[src/rtl/reg_file_ctrl.sv]
// Register file controller: request/response port over a byte-laned word memory,
// with a clear sweep after reset or clr_req. Define REG_FILE_CTRL_BYTE_EN_EN to honour req_be.
module reg_file_ctrl #(
  parameter int unsigned       DATA_W   = 16,
  parameter int unsigned       ADDR_W   = 8,
  parameter logic [DATA_W-1:0] INIT_VAL = '0
) (
  input  logic                clk,
  input  logic                rst,
  input  logic                req_valid,
  output logic                req_ready,
  input  logic                req_we,
  input  logic [ADDR_W-1:0]   req_addr,
  input  logic [DATA_W-1:0]   req_wdata,
  input  logic [DATA_W/8-1:0] req_be,
  output logic                rsp_valid,
  input  logic                rsp_ready,
  output logic [DATA_W-1:0]   rsp_rdata,
  input  logic                clr_req,
  output logic                busy
);

  localparam int unsigned       NB       = DATA_W / 8;
  localparam int unsigned       DEPTH    = 1 << ADDR_W;
  localparam logic [ADDR_W-1:0] ADDR_MAX = '1;

  typedef enum logic [1:0] {
    CLEAR = 2'd0,
    IDLE  = 2'd1,
    RSP   = 2'd2
  } state_t;

  state_t              state_q, state_d;
  logic [ADDR_W-1:0]   clr_addr_q, clr_addr_d;
  logic                rsp_valid_q, rsp_valid_d;
  logic                rsp_wr_q, rsp_wr_d;

  logic                can_take;
  logic                accept;
  logic                clearing;
  logic [ADDR_W-1:0]   wr_addr;
  logic [NB-1:0]       be_eff;
  logic [DATA_W-1:0]   rd_word;

`ifdef REG_FILE_CTRL_BYTE_EN_EN
  assign be_eff = req_be;
`else
  logic unused_be;
  assign unused_be = ^req_be;
  assign be_eff    = '1;
`endif

  // A slot is free when idle, or when the held response leaves at this edge.
  assign can_take  = (state_q == IDLE) || ((state_q == RSP) && rsp_ready);
  assign req_ready = can_take && !clr_req;
  assign accept    = req_valid && req_ready;
  assign clearing  = (state_q == CLEAR);
  assign wr_addr   = clearing ? clr_addr_q : req_addr;

  always_comb begin
    state_d     = state_q;
    clr_addr_d  = clr_addr_q;
    rsp_valid_d = rsp_valid_q;
    rsp_wr_d    = rsp_wr_q;
    case (state_q)
      CLEAR: begin
        rsp_valid_d = 1'b0;
        clr_addr_d  = clr_addr_q + 1'b1;
        if (clr_addr_q == ADDR_MAX) begin
          state_d = IDLE;
        end
      end
      default: begin
        if (clr_req && can_take) begin
          state_d     = CLEAR;
          clr_addr_d  = '0;
          rsp_valid_d = 1'b0;
        end else if (accept) begin
          state_d     = RSP;
          rsp_valid_d = 1'b1;
          rsp_wr_d    = req_we;
        end else if ((state_q == RSP) && rsp_ready) begin
          state_d     = IDLE;
          rsp_valid_d = 1'b0;
        end
      end
    endcase
  end

  always_ff @(posedge clk) begin
    if (rst) begin
      state_q     <= CLEAR;
      clr_addr_q  <= '0;
      rsp_valid_q <= 1'b0;
      rsp_wr_q    <= 1'b0;
    end else begin
      state_q     <= state_d;
      clr_addr_q  <= clr_addr_d;
      rsp_valid_q <= rsp_valid_d;
      rsp_wr_q    <= rsp_wr_d;
    end
  end

  // One narrow RAM per byte lane so byte enables map onto plain write enables.
  genvar gi;
  generate
    for (gi = 0; gi < NB; gi++) begin : g_lane
      logic [7:0] mem [DEPTH];
      logic [7:0] wbyte;
      logic [7:0] rd_q;
      logic       we_lane;

      assign wbyte   = clearing ? INIT_VAL[8*gi +: 8] : req_wdata[8*gi +: 8];
      assign we_lane = clearing || (accept && req_we && be_eff[gi]);

      always_ff @(posedge clk) begin
        if (we_lane) begin
          mem[wr_addr] <= wbyte;
        end
        if (accept && !req_we) begin
          rd_q <= mem[req_addr];
        end
      end

      assign rd_word[8*gi +: 8] = rd_q;
    end
  endgenerate

  assign rsp_valid = rsp_valid_q;
  assign rsp_rdata = (rsp_valid_q && !rsp_wr_q) ? rd_word : '0;
  assign busy      = clearing;

endmodule

[config.mk]
export PLATFORM = sky130hd
export DESIGN_NAME = reg_file_ctrl
export DESIGN_NICKNAME = d
export VERILOG_FILES = /design/src/rtl/reg_file_ctrl.sv
export SDC_FILE = /design/constraint.sdc
export NUM_CORES = 2
export LEC_CHECK = 0
export ABC_AREA = 1
export CORE_UTILIZATION = 55
export DETAILED_ROUTE_END_ITERATION = 12
export PLACE_DENSITY_LB_ADDON = 0.2
export SYNTH_ARGS = -nofsm -noshare
export SYNTH_HDL_FRONTEND = slang
export SYNTH_SLANG_ARGS = --single-unit
[constraint.sdc]
create_clock -name clk -period 11.2 [get_ports clk]
set_input_delay 1.12 -clock clk [delete_from_list [all_inputs] [get_ports clk]]
set_output_delay 1.12 -clock clk [all_outputs]
set_load 0.02 [all_outputs]
==> images/layer_met3.png <==
Drawn at 1 px/um.
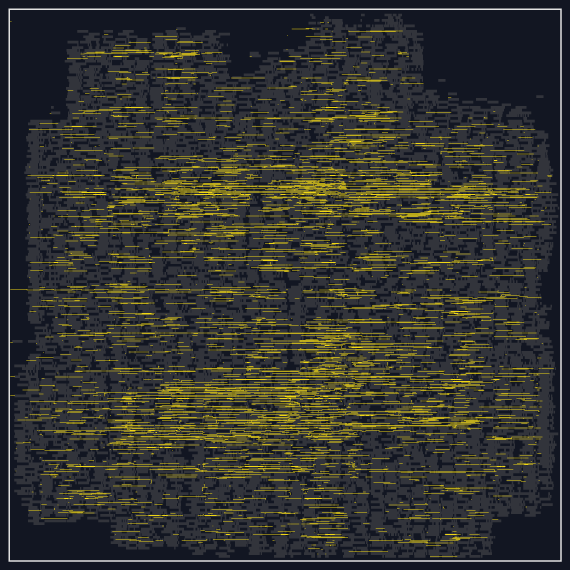
main direction: horizontal
longest straight run: 220 um

==> images/clocks.png <==
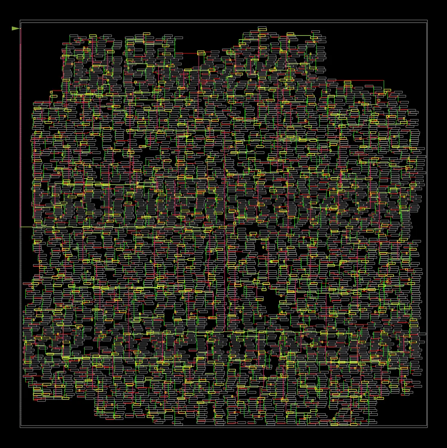
CTS Buf Count: 417
Power Clock: 13.6 mW
Fin Clk Skew: 47.2 ps
Clock Sinks: 4124
Flop Count: 4124

==> impl_metrics.csv <==
group,metric,value,unit
outcome,status,"completed",
critical_path,crit_type,"primary input to flop",
global_route,grt_pass1_wl,664000,um
critical_path,startpoint_type,"primary input",
synth,top_logic_kind,"simple AND/OR/NAND/NOR gates",
clocking,cts_max_path_buffers,4,
pwr,power,31.9,mW
global_route,grt_max_degree,200,
timing,worst_hold_slack,476,ps
synth,fa_ha_area_frac,0.0000757,
cells_and_area,dominant-cell-class,"registers",
die,core,298000,um^2
worst_hold_path,min_path_cells,2,
routing,routedWlPerCell,25.3,um
placement,gp_congestion,0.924,
pwr,clockPowerShare,0.426,
worst_hold_path,whs_endpoint,"rsp_wr_q",
cells_and_area,layout_top_registers,"g_lane.mem (4096), g_lane.rd_q (16), clr_addr_q (8)",
cells_and_area,final_cell_mix,"nand2_1, edfxtp_1, nand3_1",
critical_path,crit_path_top_delay_cell,"nor2_1",
cells_and_area,num-fill-cells,22300,
routing,vias,109000,
pwr,p_switching,6.98,mW
synth,top_area_frac,0.747,
timing,rsz0062_at_grt,"false",
routing,wl_met3,46600,um
pwr,swShare,0.219,
synth,top_area_cell,"edfxtp_1",
global_route,grt_pass1_vias,103000,
timing,report.final.slew_viol_count,0,
critical_path,cp_num_cells,8,
routing,via_per_inst,6.09,
die,chipArea,303000,um^2
cells_and_area,logic_gates,8614,
placement,place_inst,17200,
pwr,powerDensity,174,nW/um^2
synth,synthesis.nets,13800,
die,pin_count,51,
global_route,overflow,0,
critical_path,path_max_fanout,17,
cells_and_area,largest_register,"g_lane.mem",
global_route,met1_usage,0.411,
pwr,seq_power_share,0.524,
clocking,htree_levels,5,
clocking,cts_tree,"yes",
timing,tightestPinTransition,1330,ps
timing,max_freq,185,MHz
synth,async_flop_share,0,
critical_path,r2r-start,"state_q[1]",
cells_and_area,syn_to_final_growth,11.1,%
cells_and_area,final_util,0.617,
routing,postRouteAntennaNets,0,
synth,yosys-top-cells-area,"edfxtp_1, nand3_1, nand2_1",
synth,ys_seq_frac,0.748,
cells_and_area,n_all_buffers,414,
critical_path,crit_chain,"clkdlybuf4s50_1, clkinv_1, o21ai_1, inv_1, nor2_1, nand2_1, nor2_1, buf_4",
worst_hold_path,min_from,"rsp_wr_q",
timing,period_minus_slack,5400,ps
pwr,ir_worst_vdd,0.143,mV
clocking,clk_pin_slew,60,ps
timing,setup_viol,0,
cells_and_area,logic_area,38000,um^2
routing,wirelength,453000,um
pwr,leakage,65.1,nW
synth,synthXorXnorAreaFrac,0,
global_route,grt_util_met3,0.0522,
clocking,clock-root-buffer,"clkbuf_16",
timing,finalClockPeriodUsage,0.482,
global_route,grt-busiest-layer,"met2",
global_route,use_met2,0.462,
placement,place_ws,4980,ps
critical_path,reg2reg_to,"g_lane[0].mem[232][5]",
die,num_tap_cells,3939,
cells_and_area,drive_above_1_share,0.0764,
critical_path,endpoint,"g_lane[1].mem[211][1]",
cells_and_area,comb_share,0.207,
pwr,powerSeq,16.7,mW
placement,dp_hpwl,242000,um
cells_and_area,regArea,124000,um^2
cells_and_area,largest_register_ffs,4096,
cells_and_area,post-route-cell-area,184000,um^2
timing,fin_setup_tns,0,ps
pwr,comb-power,1.59,mW
die,die_w,550,um
synth,ys_cells,13700,
critical_path,cpMostUsedCell,"nor2_1",
cells_and_area,fin_nets,13700,
synth,syn_area,165000,um^2
critical_path,cp_top_family,"buffers and inverters",
routing,top_layer_used,"met5",
cells_and_area,mostFrequentLayoutCell,"nand2_1",
critical_path,end_kind,"flop",
synth,common_cells,"nand2_1, edfxtp_1, nand3_1, clkbuf_1, nor2_1",
pwr,p_comb_frac,0.050,
pwr,power.group.top,"sequential cells",
critical_path,worst-r2r-setup-slack,6430,ps
clocking,post_cts_buffers,0,
routing,drt_iter0_markers,14300,
cells_and_area,clkCellAreaFrac,0.0724,
timing,fin_ws,5800,ps
synth,yosys_warnings,0,
worst_hold_path,hold_path_class,"flop to flop",
cells_and_area,buffer_area_frac,0.0196,
synth,ys_chip_area,165000,um^2
die,num_rows,200,
die,chipHeight,550,um
routing,wl_met1,174000,um
critical_path,cp.required,11860,ps
cells_and_area,n_all_inverters,64,
critical_path,path_buffers,4,
cells_and_area,nClkBuffers,500,
timing,max_slew_margin,0.113,
synth,edf_count,4112,
timing,final_hold_viol_count,0,
synth,ys.flop_type,"edfxtp_1",
synth,yosysUniqueCellTypes,37,
global_route,gr-usage-all-layers,0.297,
clocking,cts_resized,0,
critical_path,reg2reg_depth,8,
critical_path,crit_path_max_incr_delay,1070,ps
No activity file was given, so power comes from the tool's default toggle rates.
